`src/rtl/tomasulo_reservation_station.sv`:
```
// Reservation station: holds dispatched instructions until both operands are
// available (captured from the CDB), then issues the lowest-index ready entry.
module tomasulo_reservation_station #(
  parameter int N     = 4,
  parameter int W     = 32,
  parameter int TAG_W = 3,
  parameter int OP_W  = 4
) (
  input  logic             clk,
  input  logic             rst,
  input  logic             in_vld,
  input  logic [OP_W-1:0]  in_op,
  input  logic [TAG_W-1:0] in_tag,
  input  logic [1:0]       in_busy,
  input  logic [W-1:0]     in_src0,
  input  logic [W-1:0]     in_src1,
  output logic             full_r,
  input  logic             cdb_vld,
  input  logic [TAG_W-1:0] cdb_tag,
  input  logic [W-1:0]     cdb_wdata,
  output logic             iss_vld_r,
  output logic [OP_W-1:0]  iss_op_r,
  output logic [TAG_W-1:0] iss_tag_r,
  output logic [W-1:0]     iss_a_r,
  output logic [W-1:0]     iss_b_r,
  input  logic             iss_rdy
);

  localparam int CNT_W = $clog2(N + 1);
  localparam int IDX_W = $clog2(N);

  logic [N-1:0]     ent_vld;
  logic [OP_W-1:0]  ent_op   [N];
  logic [TAG_W-1:0] ent_tag  [N];
  logic [1:0]       ent_busy [N];
  logic [TAG_W-1:0] src_tag  [N][2];
  logic [W-1:0]     src_val  [N][2];
  logic [CNT_W-1:0] occ;

  logic             any_free, any_rdy, disp, load;
  logic [IDX_W-1:0] free_idx, rdy_idx;
  logic [N-1:0]     ent_vld_next;
  logic [CNT_W-1:0] occ_next;
  logic [W-1:0]     in_src [2];
  logic [1:0]       new_busy;
  logic [W-1:0]     new_val [2];

  assign in_src[0] = in_src0;
  assign in_src[1] = in_src1;

  // Priority pick of lowest free slot and lowest ready slot from registered state.
  always_comb begin
    any_free = 1'b0;
    any_rdy  = 1'b0;
    free_idx = '0;
    rdy_idx  = '0;
    for (int i = N - 1; i >= 0; i--) begin
      if (!ent_vld[i]) begin
        any_free = 1'b1;
        free_idx = IDX_W'(i);
      end
      if (ent_vld[i] && ent_busy[i] == 2'b00) begin
        any_rdy = 1'b1;
        rdy_idx = IDX_W'(i);
      end
    end
  end

  assign disp     = in_vld && any_free;
  assign load     = (!iss_vld_r || iss_rdy) && any_rdy;
  assign occ_next = occ + CNT_W'(disp) - CNT_W'(load);

  // Same-cycle CDB bypass so a dispatched operand cannot miss its broadcast.
  always_comb begin
    for (int k = 0; k < 2; k++) begin
      new_busy[k] = in_busy[k];
      new_val[k]  = in_src[k];
      if (in_busy[k] && cdb_vld && in_src[k][TAG_W-1:0] == cdb_tag) begin
        new_busy[k] = 1'b0;
        new_val[k]  = cdb_wdata;
      end
    end
  end

  always_comb begin
    ent_vld_next = ent_vld;
    if (load) ent_vld_next[rdy_idx] = 1'b0;
    if (disp) ent_vld_next[free_idx] = 1'b1;
  end

  always_ff @(posedge clk) begin
    if (rst) begin
      ent_vld   <= '0;
      occ       <= '0;
      full_r    <= 1'b0;
      iss_vld_r <= 1'b0;
    end else begin
      ent_vld <= ent_vld_next;
      occ     <= occ_next;
      full_r  <= occ_next >= CNT_W'(N - 1);
      if (load)
        iss_vld_r <= 1'b1;
      else if (iss_rdy)
        iss_vld_r <= 1'b0;
    end
  end

  // Entry payload and issue register carry no reset; validity gates their use.
  always_ff @(posedge clk) begin
    for (int i = 0; i < N; i++) begin
      for (int k = 0; k < 2; k++) begin
        if (ent_vld[i] && ent_busy[i][k] && cdb_vld && src_tag[i][k] == cdb_tag) begin
          ent_busy[i][k] <= 1'b0;
          src_val[i][k]  <= cdb_wdata;
        end
      end
    end
    if (disp) begin
      ent_op[free_idx]     <= in_op;
      ent_tag[free_idx]    <= in_tag;
      ent_busy[free_idx]   <= new_busy;
      src_tag[free_idx][0] <= in_src0[TAG_W-1:0];
      src_tag[free_idx][1] <= in_src1[TAG_W-1:0];
      src_val[free_idx][0] <= new_val[0];
      src_val[free_idx][1] <= new_val[1];
    end
    if (load) begin
      iss_op_r  <= ent_op[rdy_idx];
      iss_tag_r <= ent_tag[rdy_idx];
      iss_a_r   <= src_val[rdy_idx][0];
      iss_b_r   <= src_val[rdy_idx][1];
    end
  end

  a_no_overflow: assert property (@(posedge clk) disable iff (rst)
    !(in_vld && occ == CNT_W'(N)))
    else $error("dispatch into a full reservation station");

endmodule

```
`config.mk`:
```
export PLATFORM = sky130hd
export DESIGN_NAME = tomasulo_reservation_station
export DESIGN_NICKNAME = d
export VERILOG_FILES = /design/src/rtl/tomasulo_reservation_station.sv
export SDC_FILE = /design/constraint.sdc
export NUM_CORES = 1
export LEC_CHECK = 0
export CORE_AREA = 2 2 217 219
export CTS_CLUSTER_DIAMETER = 100
export DETAILED_ROUTE_END_ITERATION = 10
export DIE_AREA = 0 0 219 221
export PLACE_DENSITY = 0.62
export SLEW_MARGIN = 20
export SYNTH_ARGS = -nofsm -noshare
export SYNTH_HDL_FRONTEND = slang
export SYNTH_SLANG_ARGS = --single-unit
```
`constraint.sdc`:
```
create_clock -name clk -period 11.2 [get_ports clk]
set_clock_uncertainty 0.2 [all_clocks]
set_input_delay 2.24 -clock clk [delete_from_list [all_inputs] [get_ports clk]]
set_output_delay 2.24 -clock clk [all_outputs]
set_load 0.05 [all_outputs]
```
pdn.png
The bar under the picture is 50 um long. Pins as bars on the die edge.
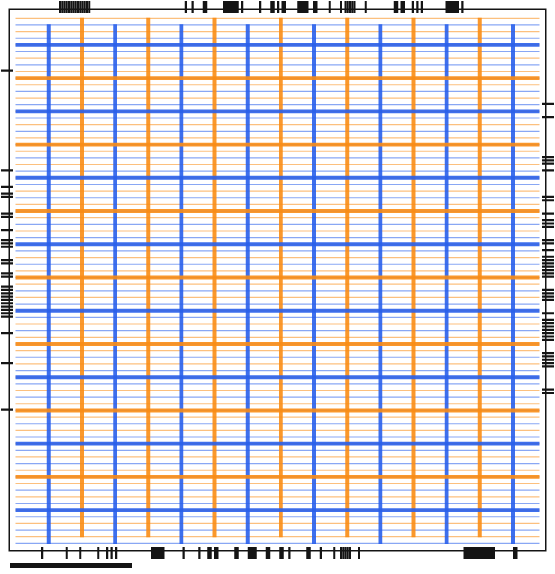
VSS -> blue
VDD -> orange
signal pins = 186
met4 straps = 15
rows = 79
met1 rails = 80
Die Height: 221 um
Core Box Area: 0.0461 sq mm

==> impl_metrics.tcl <==
# collected from the flow reports
set metrics [dict create \
    status "complete, no violations" \
    rsz0062_at_grt "false" \
    grt_pass1_vias 14900 \
    arrival_ns 5.41 \
    synth_area_sq_mm 0.0205 \
    logic_family "AND-OR/OR-AND gates" \
    holdPathEnd "iss_b_r[16]$_DFFE_PN_" \
    firstDrtPassIters 8 \
    drt_iter0_markers 1820 \
    synth.area.mux_share 0.115 \
    m1WireLength_mm 25.4 \
    wirelength_mm 63.1 \
    clockNetworkAreaShare 0.0529 \
    comb_share 0.334 \
    hold_start "src_val[0][16]$_DFFE_PP_" \
    use_met1 0.341 \
    ff2ff_path_depth 12 \
    inverters 6 \
    cts_tree "done" \
    io_buffers 185 \
    finalSetupViolCount 0 \
    cts_resized 0 \
    instances_no_fill 2256 \
    nets 1730 \
    ys_ff 396 \
    num_antenna_cells 2 \
    powerDensity_mw_per_mm2 147 \
    fmax_mhz 188 \
    startpoint_type "primary input" \
    ys_sh_adder 0.00220 \
    worstPathCellList "clkdlybuf4s50_1, xor2_4, buf_4, nor4_4, buf_4, o211ai_1" \
    tap-cell-count 607 \
    hold_depth 1 \
    min_path_type "register to register" \
    dieArea_sq_mm 0.0484 \
    edf_count 387 \
    finalPower_mw 3.56 \
    die_w_um 219 \
    wl_met2_mm 30.7 \
    mi_logic_area_sq_mm 0.00807 \
    netlist.area_leader.share 0.566 \
    endpoint_kind "register" \
    crit_start "cdb_tag[2]" \
]
cell_classes.png
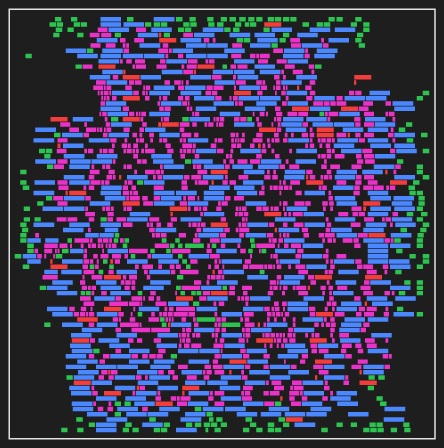
flip-flops -> blue  # cells 396, share of their area 50%
all other logic -> magenta  # cells 944, share of their area 35%
other buffers and delay cells -> green  # cells 230, share of their area 9.6%
clock drivers and dummy loads -> red  # cells 77, share of their area 5.5%
design area: 0.0242 sq mm
flop share of the area: 0.488
FP Rows: 79

[cells in the mapped netlist (2+ instances only)]
cell and number:
edfxtp_1 387, mux2_4 150, nand3_1 131, clkbuf_1 116, o21ai_0 110, o211ai_1 96
nand2_1 75, a311oi_1 72, nor4bb_1 71, o2bb2ai_1 71, or4_1 66, buf_2 18
xnor2_1 18, buf_6 17, buf_1 10, mux2_2 10, and3_1 9, dfxtp_1 9
nand4_1 6, xor2_1 6, inv_1 5, o41ai_4 5, xor2_4 5, a21oi_1 4
nor2_1 4, nor3b_1 4, nor2b_1 3, ha_1 2, nand2b_1 2, o41ai_1 2
or3b_2 2
[power breakdown]
part	total [mW]	switching (mW)	leakage [nW]	internal, mW
Sequential	1.72	0.0170	3.63	1.71
Clock	1.34	0.582	0.624	0.754
Combinational	0.504	0.299	3.71	0.206
No activity file was given, so power comes from the tool's default toggle rates.
